--- config.mk ---
export PLATFORM = sky130hd
export DESIGN_NAME = seg7_scan_mux
export DESIGN_NICKNAME = d
export VERILOG_FILES = /design/src/rtl/seg7_scan_mux.sv
export SDC_FILE = /design/constraint.sdc
export NUM_CORES = 1
export LEC_CHECK = 0
export CAP_MARGIN = 5
export CORE_ASPECT_RATIO = 0.6
export CORE_MARGIN = 5
export CORE_UTILIZATION = 55
export CTS_BUF_LIST = sky130_fd_sc_hd__clkbuf_16
export CTS_CLUSTER_DIAMETER = 120
export DETAILED_ROUTE_END_ITERATION = 16
export PLACE_DENSITY = 0.87
export SLEW_MARGIN = 0
export SYNTH_ARGS = -nofsm -noshare
export SYNTH_HDL_FRONTEND = slang
export SYNTH_SLANG_ARGS = --single-unit
--- constraint.sdc ---
create_clock -name clk -period 4.2 [get_ports clk]
set_input_delay 0.84 -clock clk [delete_from_list [all_inputs] [get_ports clk]]
set_output_delay 0.84 -clock clk [all_outputs]
set_load 0.01 [all_outputs]
--- src/rtl/seg7_scan_mux.sv ---
// seg7_scan_mux
//   Time-multiplexed scanner for a common-anode multi-digit 7-segment display.
//   A shadow register holds a packed BCD word; a prescaler steps through the
//   digits every SCAN_DIV cycles.  Each digit change inserts one dead cycle
//   with all anodes off to suppress ghosting.  Digits holding an invalid
//   nibble (> 9) are blanked and flag err.
//
//   Optional feature: define SEG7_SCAN_LZB_EN to enable leading-zero blanking
//   (zero digits above the most significant non-zero digit stay dark; digit 0
//   is always shown, and invalid nibbles count as non-zero).
//
// Parameters
//   DIGITS    number of display digits (2..8)
//   SCAN_DIV  clock cycles each digit is selected (>= 2)
// Ports
//   clk        system clock, rising edge
//   rst_n      synchronous active-low reset
//   bcd_in     packed BCD digits, [3:0] is digit 0
//   load       capture bcd_in into the shadow register
//   digit_bcd  BCD of the selected digit (to the decoder B input)
//   an         active-low digit enables, at most one bit low
//   digit_idx  index of the selected digit
//   err        shadow register holds at least one nibble > 9
module seg7_scan_mux #(
  parameter int DIGITS   = 4,
  parameter int SCAN_DIV = 50000
) (
  input  logic                clk,
  input  logic                rst_n,
  input  logic [4*DIGITS-1:0] bcd_in,
  input  logic                load,
  output logic [3:0]          digit_bcd,
  output logic [DIGITS-1:0]   an,
  output logic [2:0]          digit_idx,
  output logic                err
);

  localparam int             PW   = $clog2(SCAN_DIV);
  localparam logic [PW-1:0]  PMAX = PW'(SCAN_DIV - 1);
  localparam logic [2:0]     IMAX = 3'(DIGITS - 1);

  logic [4*DIGITS-1:0] shadow;
  logic [PW-1:0]       pcnt;
  logic [2:0]          idx;
  logic                dead;
  logic                run;
  logic                tick;

  logic [DIGITS-1:0]   invalid;
  logic [DIGITS-1:0]   blank;
  logic                sel_blank;

  assign tick = (pcnt == PMAX);

  // The reset period counts as digit 0's dark period: the first tick after
  // reset enables digit 0 instead of advancing, so the scan starts at digit 0.
  always_ff @(posedge clk) begin
    if (!rst_n) begin
      shadow <= '0;
      pcnt   <= '0;
      idx    <= '0;
      dead   <= 1'b1;
      run    <= 1'b0;
    end else begin
      if (load)
        shadow <= bcd_in;
      pcnt <= tick ? '0 : pcnt + 1'b1;
      if (tick) begin
        if (run) begin
          idx  <= (idx == IMAX) ? 3'd0 : idx + 3'd1;
          dead <= 1'b1;
        end else begin
          run  <= 1'b1;
          dead <= 1'b0;
        end
      end else if (run) begin
        dead <= 1'b0;
      end
    end
  end

  // Per-digit blanking, decoded from the shadow register only.
`ifdef SEG7_SCAN_LZB_EN
  logic seen;
`endif
  always_comb begin
    invalid = '0;
    blank   = '0;
    for (int i = 0; i < DIGITS; i++)
      invalid[i] = (shadow[4*i +: 4] > 4'd9);
`ifdef SEG7_SCAN_LZB_EN
    // Scan from the top digit down; a digit is a leading zero while no
    // non-zero nibble has been seen at or above it.
    seen = 1'b0;
    for (int i = DIGITS - 1; i >= 0; i--) begin
      seen     = seen | (shadow[4*i +: 4] != 4'd0);
      blank[i] = invalid[i] | ((i != 0) & ~seen);
    end
`else
    blank = invalid;
`endif
  end

  // Output decode: select the current digit and its enable.
  always_comb begin
    digit_bcd = 4'd0;
    sel_blank = 1'b0;
    for (int i = 0; i < DIGITS; i++) begin
      if (idx == 3'(i)) begin
        digit_bcd = shadow[4*i +: 4];
        sel_blank = blank[i];
      end
    end
    for (int i = 0; i < DIGITS; i++)
      an[i] = ~(~dead & ~sel_blank & (idx == 3'(i)));
  end

  assign digit_idx = idx;
  assign err       = |invalid;

endmodule

Fig. 1: wiring by layer
Two of the layers only.
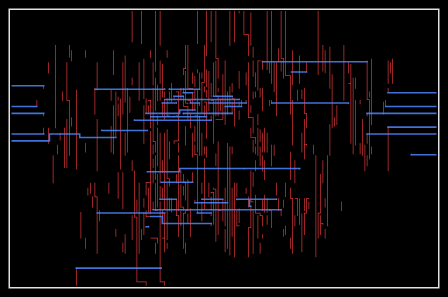
Key: blue = metal 3 [wire length 390 um]; red = metal 2 [wire length 1,720 um]
Routed WL: 4180 um
total global-route track usage: 19.3%
DR WL/cell: 14.9 um
via count: 1,558

==> GITHUB_STEP_SUMMARY <==
## Synthesis and layout report

| Metric | Value |
|---|---|
| Status | `completed` |
| Max-cap violations | `0` |
| Crit. End Element | `output port` |
| Cycle use final | `76.1%` |
| Final hold vios | `0` |
| Post-Route M1 WL | `2010 um` |
| CP Cell Sequence | `inv_1 -> ha_1 -> nand3b_1 -> a311oi_1 -> a21oi_1 -> nor2_1 -> clkdlybuf4s50_1` |
| CP required | `3.36 ns` |
| Mapped Cells | `206` |
| Slowest stage delay, CP | `0.56 ns` |
| Root Buffer Master | `clkbuf_16` |
| CTS buffer count | `5` |
| Worst-path maximum fanout | `10` |
| Multi-input gates | `roughly 150` |
| FF/Latch Area | `741 um2` |
| Vias per inst | `5.56` |
| Die Ht | `between 50 and 60 um` |
| Floorplan net count | `230` |
| Max-area cell class | `multi-input combinational cells` |
| Clock buffer depth | `2` |
| Combinational share of cell area | `~44%` |
| N_diodes | `0` |
| Fmax | `~0.31 GHz` |
| Xor/xnor share | `~6.7%` |
| Total gr overflow | `0` |
| Slew Limit Fails | `0` |
| Clock transition at the registers of the reported paths | `approximately 0.050 ns` |
| AND-OR/OR-AND share of the synthesized area | `7.56%` |
| Pin count of the biggest net entering global routing | `25` |
| Fin Hold WS | `0.473 ns` |
| CP Data Arrival Time | `2.36 ns` |
| Leak pwr | `0.000837 uW` |
| Core Rows | `16` |
| Share of cells above drive strength 1 | `3.40%` |
| Yosys top cell area share | `40.3%` |
| Clock sink count | `37` |
| Met3 WL post-DR | `approximately 390 um` |
| Yosys chip area | `between 1500 and 2000 um2` |
| Top comb family, area | `simple AND/OR/NAND/NOR gates` |
| Fraction of registers with async set/reset | `0%` |
| Worst Setup Slack, final | `approximately 1 ns` |
| Input/output buffers | `30` |
| Worst slack, placed | `1.37 ns` |
| Worst Max-Slew Pin Slew | `0.958 ns` |
| Yosys reg bits | `37` |
| Synthesis-to-finish area growth | `24.0%` |
| # resized after CTS | `0` |
| Bufs w/o clock | `30` |
| Non-clk buf share | `a little over an eighth` |
| Unique cell types | `34` |
| Final setup vio count | `0` |
| Final Wtd Congestion | `0.954` |
| Multi-input logic area | `~1000 um2` |
| Hold Crit Class | `flop to flop` |
| Clk latency late pin | `0.28 ns` |
| Flop count | `37` |
| Final ANT Viol Nets | `0` |
| Met2 WL | `~1700 um` |
| Hold buffers post-CTS | `0` |
| Adder-cell area share of the yosys netlist | `about 3.4%` |
| Dominant logic cell types in the final layout | `dfxtp_1 (37), clkdlybuf4s50_1 (30), nor2_1 (25), nor2b_1 (19), mux2i_1 (18)` |
| Worst vdd ir | `0.000223 V` |
| Cell total in the yosys stat output | `between 200 and 250` |
| Fill count | `266` |
| Seq/Total Area, Yosys | `40.3%` |
| Initial antenna violation count | `0` |
| H-tree levels | `2` |
| Clock network area share | `roughly 6.0%` |
| RSZ-0062 raised after global routing | `false` |
| DRT Pass-1 Iters | `5` |
| GR peak layer | `met2` |
| Inverter count | `8` |
| Register share of the cell area | `32.5%` |
| Top Layer Used | `met4` |
| Warnings from Yosys | `0` |
| Grt met1 use | `26.4%` |
| Die area | `4640 um2` |
| Tapcells | `45` |
| First-pass GRT wire length | `6890 um` |
| Worst slew margin relative to its limit | `35.9%` |
| Number of enable flip-flop cells | `0` |
| Total Nets Final | `258` |
| Yosys top cell by area | `dfxtp_1` |
| Syn avg cell area | `8.92 um2` |
| CORE AREA | `3240 um2` |
| Predominant post-synthesis flop cell | `dfxtp_1` |
| Buf+Inv Stages, Crit Path | `2` |
| Startpoint types | `flop` |
| Initial detailed-routing violation count | `approximately 130` |
| Pwr dens | `343 nW/um2` |
| Vias in the first global route | `~1,400` |
| Simple-gate share of the synthesized area | `27.7%` |
| OpenROAD warning count | `29` |
| FP Util | `between 50% and 60%` |
| Crit path kind | `flop to output port` |
| Hpwl dp | `2910 um` |
| Number of remaining DRC errors | `0` |
| Clock period minus worst slack | `approximately 3.2 ns` |
Fig. 2: where the registers sit
Scale bar: 20 um.
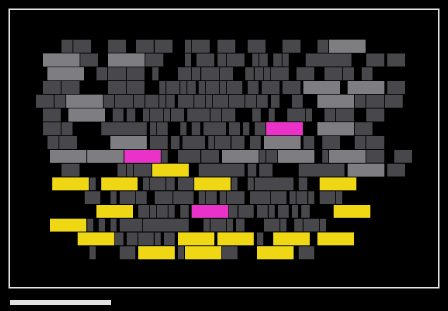
Key: yellow = pcnt [placed flops 16]; magenta = digit_idx [placed flops 3]
Seq group: 373 uW
Core Util, Final: 70.3%

-- through the flow --
step                area [um2]  cells  util (%)
floorplan                 1840    206         -
global placement          2140    272      66.0
detailed placement        2140    272      66.0
CTS                       2280    280      70.3
global route              2280    280      70.3
finish                    2280    280      70.3
-- power breakdown --
group	internal [uW]	switching (uW)	total (uW)	leakage [uW]
Clock	214	130	344	0.0000687
Combinational	37.9	26.1	64.0	0.000467
Sequential	363	10.2	373	0.000302
-- path summary, 6_finish.rpt --
check	start	to	slack (ns)	cells past startpoint
worst max-delay path	digit_idx[1]	digit_bcd[3]	1.00	7
worst max register to register	pcnt[0]	pcnt[5]	2.08	5
worst min-delay path	pcnt[0]	pcnt[0]	0.47	1
worst min register to register	pcnt[0]	pcnt[0]	0.47	1
Power is estimated from default activity; no workload was simulated.
